<file path="src/rtl/level_fifo_pkg.sv">
// Shared helpers for level_fifo: level width, pointer full/empty compare and
// threshold range-check macros used at elaboration.
`ifndef LEVEL_FIFO_PKG_SV
`define LEVEL_FIFO_PKG_SV

`define LEVEL_FIFO_AFULL_TH_OK(th, asize)  (((th) >= 1) && ((th) <= (1 << (asize))))
`define LEVEL_FIFO_AEMPTY_TH_OK(th, asize) (((th) >= 0) && ((th) <= ((1 << (asize)) - 1)))

package level_fifo_pkg;

    localparam int PTR_MAX_W = 32;

    function automatic int level_w(input int asize);
        return asize + 1;
    endfunction

    // Pointers carry one wrap bit above the address bits.
    function automatic logic ptr_full(input logic [PTR_MAX_W-1:0] wr_ptr,
                                      input logic [PTR_MAX_W-1:0] rd_ptr,
                                      input int unsigned asize);
        logic [PTR_MAX_W-1:0] mask;
        mask = (32'd1 << asize) - 32'd1;
        return ((wr_ptr & mask) == (rd_ptr & mask)) && (wr_ptr[asize] != rd_ptr[asize]);
    endfunction

    function automatic logic ptr_empty(input logic [PTR_MAX_W-1:0] wr_ptr,
                                       input logic [PTR_MAX_W-1:0] rd_ptr,
                                       input int unsigned asize);
        logic [PTR_MAX_W-1:0] mask;
        mask = (32'd1 << (asize + 1)) - 32'd1;
        return (wr_ptr & mask) == (rd_ptr & mask);
    endfunction

endpackage

`endif

</file>
<file path="src/rtl/level_fifo_mem.sv">
// Storage array for level_fifo: one synchronous write port, one asynchronous
// read port, kept separate so a foundry macro can replace it.
module level_fifo_mem #(
    parameter int ASIZE = 4,
    parameter int DSIZE = 32
) (
    input  logic             clk,
    input  logic             wr_en,
    input  logic [ASIZE-1:0] wr_addr,
    input  logic [DSIZE-1:0] wr_data,
    input  logic [ASIZE-1:0] rd_addr,
    output logic [DSIZE-1:0] rd_data
);

    logic [DSIZE-1:0] mem [2**ASIZE];

    always_ff @(posedge clk) begin
        if (wr_en) begin
            mem[wr_addr] <= wr_data;
        end
    end

    assign rd_data = mem[rd_addr];

endmodule

</file>
<file path="src/rtl/level_fifo.sv">
// Single-clock FWFT FIFO using all 2**ASIZE entries, with a registered fill level
// and watermarks. Define LEVEL_FIFO_PEAK_EN to add the peak_level high-water mark.
module level_fifo
    import level_fifo_pkg::*;
#(
    parameter int ASIZE     = 4,
    parameter int DSIZE     = 32,
    parameter int AFULL_TH  = 12,
    parameter int AEMPTY_TH = 2
) (
    input  logic             clk,
    input  logic             rst_n,
    input  logic             clear_n,
    input  logic [DSIZE-1:0] wr_data,
    input  logic             wr_valid,
    output logic             wr_ready,
    output logic [DSIZE-1:0] rd_data,
    output logic             rd_valid,
    input  logic             rd_ready,
    output logic [ASIZE:0]   level,
    output logic             almost_full,
    output logic             almost_empty
`ifdef LEVEL_FIFO_PEAK_EN
    ,
    output logic [ASIZE:0]   peak_level
`endif
);

    localparam int LW = level_w(ASIZE);
    localparam logic [LW-1:0] AFULL_LV  = LW'(AFULL_TH);
    localparam logic [LW-1:0] AEMPTY_LV = LW'(AEMPTY_TH);

    if (!`LEVEL_FIFO_AFULL_TH_OK(AFULL_TH, ASIZE)) begin : g_bad_afull_th
        $error("level_fifo: AFULL_TH outside 1..2**ASIZE");
    end
    if (!`LEVEL_FIFO_AEMPTY_TH_OK(AEMPTY_TH, ASIZE)) begin : g_bad_aempty_th
        $error("level_fifo: AEMPTY_TH outside 0..2**ASIZE-1");
    end

    logic [LW-1:0] wr_ptr;
    logic [LW-1:0] rd_ptr;
    logic [LW-1:0] level_nxt;
    logic          full;
    logic          empty;
    logic          wr_fire;
    logic          rd_fire;

    assign full     = ptr_full(PTR_MAX_W'(wr_ptr), PTR_MAX_W'(rd_ptr), ASIZE);
    assign empty    = ptr_empty(PTR_MAX_W'(wr_ptr), PTR_MAX_W'(rd_ptr), ASIZE);
    assign wr_ready = !full;
    assign rd_valid = !empty;

    // A clear cycle swallows both transfers, including the memory write.
    assign wr_fire = wr_valid && wr_ready && clear_n;
    assign rd_fire = rd_valid && rd_ready && clear_n;

    always_comb begin
        level_nxt = level;
        if (wr_fire && !rd_fire) begin
            level_nxt = level + LW'(1);
        end else if (rd_fire && !wr_fire) begin
            level_nxt = level - LW'(1);
        end
    end

    always_ff @(posedge clk or negedge rst_n) begin
        if (!rst_n) begin
            wr_ptr <= '0;
            rd_ptr <= '0;
            level  <= '0;
        end else if (!clear_n) begin
            wr_ptr <= '0;
            rd_ptr <= '0;
            level  <= '0;
        end else begin
            if (wr_fire) begin
                wr_ptr <= wr_ptr + LW'(1);
            end
            if (rd_fire) begin
                rd_ptr <= rd_ptr + LW'(1);
            end
            level <= level_nxt;
        end
    end

    assign almost_full  = (level >= AFULL_LV);
    assign almost_empty = (level <= AEMPTY_LV);

`ifdef LEVEL_FIFO_PEAK_EN
    always_ff @(posedge clk or negedge rst_n) begin
        if (!rst_n) begin
            peak_level <= '0;
        end else if (!clear_n) begin
            peak_level <= '0;
        end else if (level_nxt > peak_level) begin
            peak_level <= level_nxt;
        end
    end
`endif

    level_fifo_mem #(
        .ASIZE(ASIZE),
        .DSIZE(DSIZE)
    ) u_mem (
        .clk    (clk),
        .wr_en  (wr_fire),
        .wr_addr(wr_ptr[ASIZE-1:0]),
        .wr_data(wr_data),
        .rd_addr(rd_ptr[ASIZE-1:0]),
        .rd_data(rd_data)
    );

`ifndef SYNTHESIS
    level_tracks_ptrs: assert property (@(posedge clk) disable iff (!rst_n)
        level == LW'(wr_ptr - rd_ptr));
`endif

endmodule

</file>
<file path="config.mk">
export PLATFORM = sky130hd
export DESIGN_NAME = level_fifo
export DESIGN_NICKNAME = d
export VERILOG_FILES = /design/src/rtl/level_fifo_pkg.sv /design/src/rtl/level_fifo_mem.sv /design/src/rtl/level_fifo.sv
export SDC_FILE = /design/constraint.sdc
export NUM_CORES = 1
export LEC_CHECK = 0
export ABC_AREA = 0
export CAP_MARGIN = 20
export CORE_AREA = 3 3 165 327
export DETAILED_ROUTE_END_ITERATION = 8
export DIE_AREA = 0 0 168 330
export SLEW_MARGIN = 10
export SYNTH_ARGS = -nofsm -noshare
export SYNTH_HDL_FRONTEND = slang
export SYNTH_SLANG_ARGS = --single-unit
</file>
<file path="constraint.sdc">
create_clock -name clk -period 5 [get_ports clk]
set_clock_uncertainty 0.2 [all_clocks]
set_input_delay 1 -clock clk [delete_from_list [all_inputs] [get_ports clk]]
set_output_delay 1 -clock clk [all_outputs]
set_load 0.05 [all_outputs]
</file>
run_1/m1.png
Cells faint in the background.
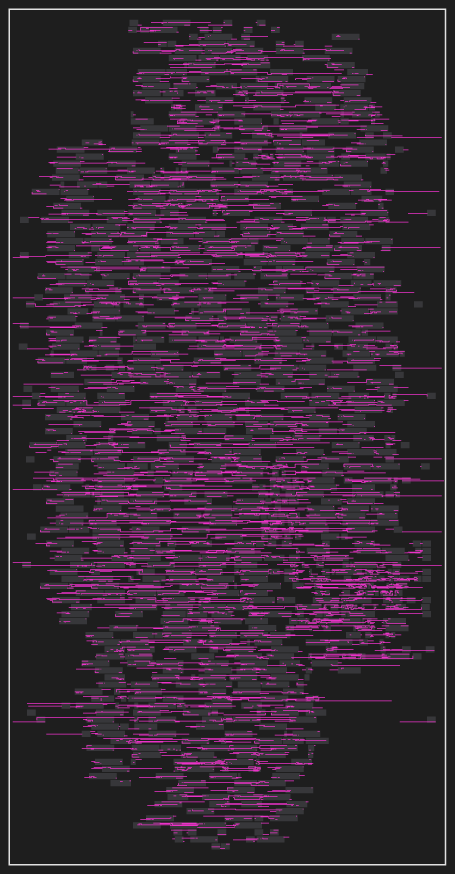
wire length on this layer	16800 microns
longest straight run	62.1 microns
share of all routed wire	38%
GR Util met1: 0.188
via count: 9566

run_1/m2.png
Bar = 50 microns.
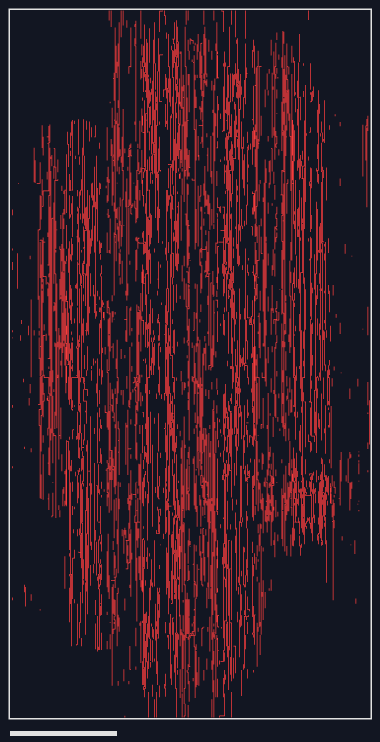
wire length on this layer	24.5 mm
share of all routed wire	56%
longest straight run	125 microns
nets with wire on the layer	1007
main direction	vertical
Routed WL: 44100 microns
met2 Use GR: 0.304

==> reports/results.tsv, run 1 <==
stage	metric	value	unit
min_path	holdPathStages	2	
power_and_ir_drop	pg_comb	1720	uW
timing	worst_slack	0.375	ns
placement	hpwlAfterDp	25300	microns
synth	edf_count	512	
synth	yosysTopAreaCell	edfxtp_1	
status	outcome	finished, final reports clean	
floorplan	die_h	330	microns
routing	viasPerCell	5.44	
grt	grt_pass1_vias	10300	
power_and_ir_drop	power-top-group	sequential cells	
routing	route.detailed.drc	0	
routing	drtPass1Iterations	7	
layout	signal_buffers	115	
timing	max_freq	216	MHz
setup_path	end_kind	output pin	
setup_path	path_delay_family	buffers and inverters	
timing	maxSlewViolCount	0	
clock_tree	cts_buffer_depth	3	
timing	fin_tns_setup	0	ns
layout	mostFrequentLayoutCells	edfxtp_1, mux4_2, clkdlybuf4s50_1	
synth	ys_seq_frac	0.766	
power_and_ir_drop	p_clk	3400	uW
setup_path	startpoint_type	register	
layout	nFillCells	4296	
run_1/m3.png
Bar = 50 microns.
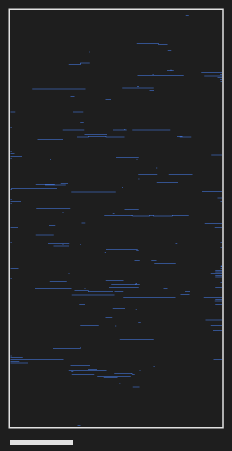
main direction	horizontal
nets with wire on the layer	90
share of all routed wire	3.3%
routing usage on met3: 0.0206

-- run 1: worst register-to-register path, delay by kind of cell (launching register included) --
kind / cells / cell delay, ns
AND/OR/NAND/NOR: 3 / 1.36
buffers and inverters: 1 / 0.29
flip-flops: 1 / 1.03
AND-OR/OR-AND: 1 / 0.40
XOR/XNOR: 1 / 0.24
-- run 1: per-stage QoR --
stage	total power (uW)	std cells
after CTS	10200	1759
after global placement	6790	1679
final	10100	1760
after floorplan	6290	956
after global routing	10500	1760
after detailed placement	6800	1679
-- run 1: per-layer routing --
metal  part of all wire  track usage  vias up
li1                   -            -     4186
met4              0.028       0.0532        0
met1               0.38        0.188     5113
met2               0.56        0.304      198
met3              0.033       0.0206       69
met5                  0            0        -
run_1/m4.png
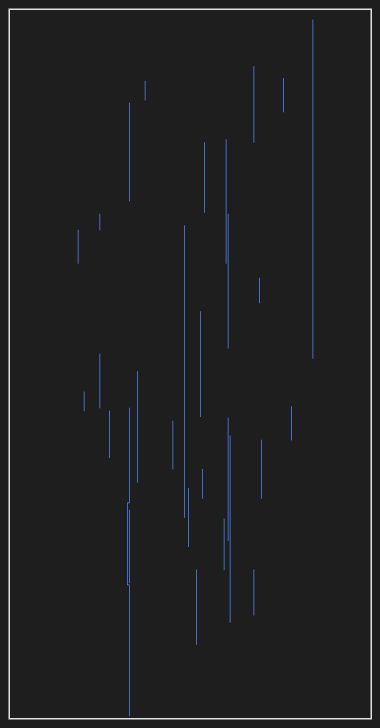

--- run 2 (diff from run 1) ---
ABC_AREA = 1   (was 0)
CORE_AREA = 3 3 166 329   (was 3 3 165 327)
DIE_AREA = 0 0 169 332   (was 0 0 168 330)
run_2/m4.png
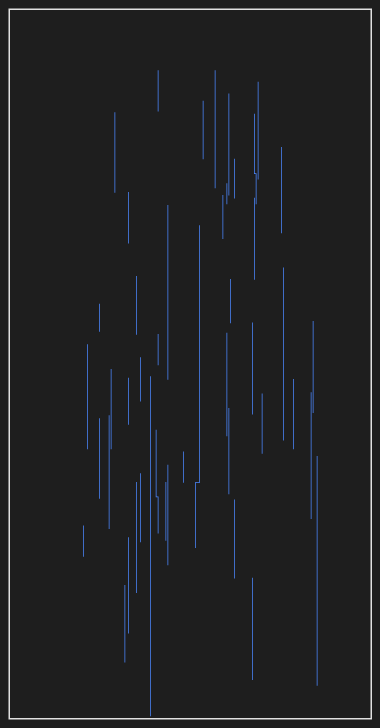
share of all routed wire	3.6%
nets with wire on the layer	25
main direction	vertical
longest straight run	159 microns
wire length on this layer	2000 microns
Routed WL: 54800 microns
via count: 13000

==> reports/results.tsv, run 2 <==
stage	metric	value	unit	change
floorplan	die_h	332	microns	+0.61%
synth	yosysTopAreaCell	edfxtp_1		
layout	final_core_util	0.460		
timing	worst_slack	0.381	ns	+0.00592 ns
grt	use_met1	0.241		+0.0529
timing	finalSetupViolations	0		
floorplan	ios	78		
layout	finalNonFillerCells	2301		+31%
routing	drtPass1Iterations	5		-2
placement	dp.cells	2216		+32%
synth	edf_count	512		unchanged
status	outcome	finished, final reports clean		
grt	met2_usage	0.332		+0.0283
setup_path	path_delay_family	buffers and inverters		
routing	viasPerCell	5.66		+4.2%
routing	maxUsedRoutingLayer	met5		
routing	m1WireLength	21500	microns	+28%
placement	port_buffers	77		
layout	fin_nets	1650		
layout	nFillCells	4539		+5.7%
timing	maxSlewViolCount	0		unchanged
power_and_ir_drop	p_clk	3500	uW	+3%
min_path	holdPathStages	2		unchanged
timing	max_freq	216	MHz	+0.13%
placement	hpwlAfterDp	29800	microns	+18%
setup_path	end_kind	output pin		
clock_tree	cts_buffer_depth	3		unchanged
layout	mostFrequentLayoutCells	edfxtp_1, o21ai_0, nor2_1		
routing	dr_wl_met3	3010	microns	+110%
power_and_ir_drop	power	9950	uW	-1.2%
setup_path	startpoint_type	register		
grt	grt_pass1_vias	13200		+28%
routing	wl_met2	28300	microns	+15%
grt	grt-busiest-layer	met2		
timing	fin_tns_setup	0	ns	unchanged
layout	drive_gt1_frac	0.0958		
run_2/m3.png
Bar = 50 microns.
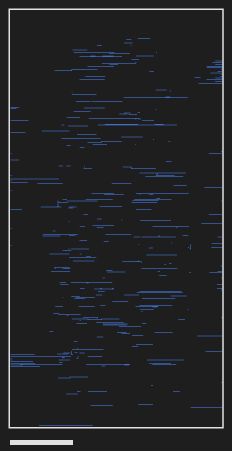
main direction	horizontal
nets with wire on the layer	135
longest straight run	62.6 microns
routing usage on met3: 0.0272

## run 2: final cells by class
type,count,area (sq um),area share
multi-input cells,891,4650,0.194
flip-flops and latches,527,15800,0.658
clock inverters,28,244,0.0102
inverters,16,66.3,0.00277
repair buffers,122,1210,0.0503
diodes,3,7.51,0.000313
clock buffers,54,1200,0.0502
well taps,660,826,0.0345
## run 2: cell families after synthesis
family | count (synthesis) | share of synthesized area
DFF | 527 | 0.759
and+or+nand+nor | 459 | 0.0919
AOI/OAI and AO/OA | 417 | 0.117
buffers and inverters | 118 | 0.0236
adders and majority gates | 10 | 0.00639
xor gates and xnor gates | 5 | 0.00247
--- run 3 (diff from run 2) ---
CTS_CLUSTER_SIZE = 24   (was unset)
run_3/m3.png
Bar = 50 microns.
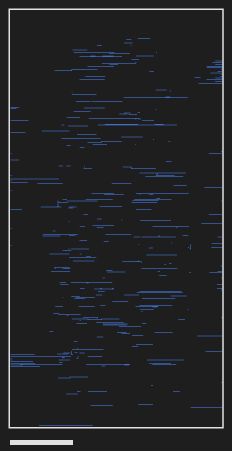
share of all routed wire	5.5%
wire length on this layer	3010 microns

==> reports/results.tsv, run 3 <==
stage	metric	value	unit	change
status	outcome	finished, final reports clean		
layout	nFillCells	4539		unchanged
layout	comb_area	4650	sq um	unchanged
layout	mostFrequentLayoutCells	edfxtp_1, o21ai_0, nor2_1		
routing	dr_wl_met3	3010	microns	unchanged
layout	seq_cell_count	527		unchanged
setup_path	end_kind	output pin		
layout	register_area	15800	sq um	unchanged
floorplan	taps	660		unchanged
routing	via_count	13000		unchanged
layout	seq_area_frac	0.658		unchanged
power_and_ir_drop	p_clk	3500	uW	about the same
layout	buffer_area_frac	0.0503		unchanged
layout	logic_gate_count	891		unchanged
routing	wl_met2	28300	microns	unchanged
placement	port_buffers	77		unchanged
setup_path	path_delay_family	buffers and inverters		
min_path	holdPathStages	2		unchanged
layout	dominant_cells	flip-flops and latches		
timing	finalSetupViolations	0		unchanged
grt	gr-usage-met3	0.0272		unchanged
timing	max_freq	216	MHz	unchanged
layout	signal_buffers	122		unchanged
layout	n_all_inverters	16		unchanged
timing	maxSlewViolCount	0		unchanged
grt	grt-busiest-layer	met2		
grt	grt_pass1_vias	13200		unchanged
layout	drive_gt1_frac	0.0958		unchanged
routing	m1WireLength	21500	microns	unchanged
layout	final_core_util	0.460		unchanged
placement	hpwlAfterDp	29800	microns	unchanged
layout	fin_nets	1650		unchanged
routing	drtPass1Iterations	5		unchanged
floorplan	die_h	332	microns	unchanged
routing	viasPerCell	5.66		unchanged
run_3/m2.png
Bar = 50 microns.
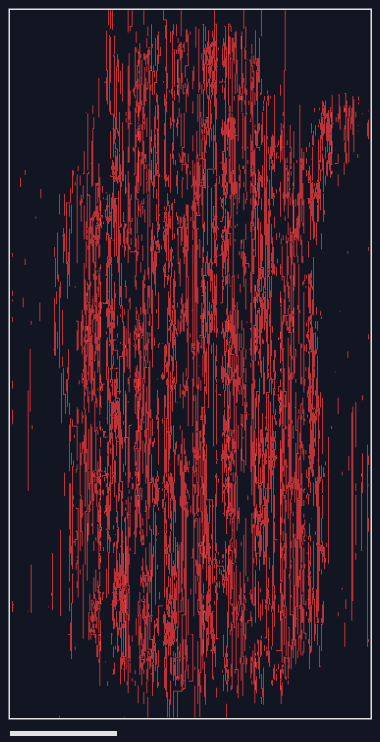
main direction	vertical
share of all routed wire	52%
nets with wire on the layer	1343
met2 Use GR: 0.332

-- run 3: cell counts after synthesis --
No cell type changed its count.
-- run 3: stage by stage --
step / setup WS (ns) / hold slack [ns] / instances / power [uW]
2_1_floorplan: 0.641 / 0.372 / 1536 / 6020
3_3_place_gp: 1.05 / 0.348 / 2216 / 6520
3_5_place_dp: 0.986 / 0.381 / 2216 / 6560
4_1_cts: 0.388 / 0.399 / 2298 / 10000
5_1_grt: 0.219 / 0.443 / 2301 / 10300
6_report: 0.381 / 0.397 / 2301 / 9950
-- run 3: cell families after synthesis --
logic type               after synthesis  synth area share
flip-flops                           527             0.759
AND/OR/NAND/NOR                      459            0.0919
AND-OR/OR-AND                        417             0.117
buffers and inverters                118            0.0236
adder cells (fa/ha/maj)               10           0.00639
XOR/XNOR                               5           0.00247

## Gallery

Clock wiring as the flow saved it.
shot_01.png
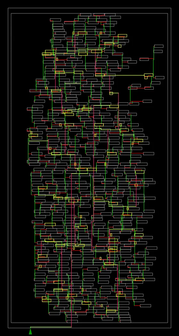
shot_02.png
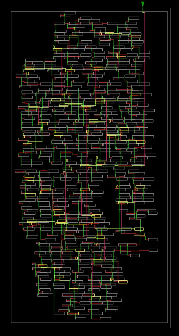
| picture | from |
|---|---|
| shot_02.png | run 1 |
| shot_01.png | run 2 |

No activity file was given, so power comes from the tool's default toggle rates.
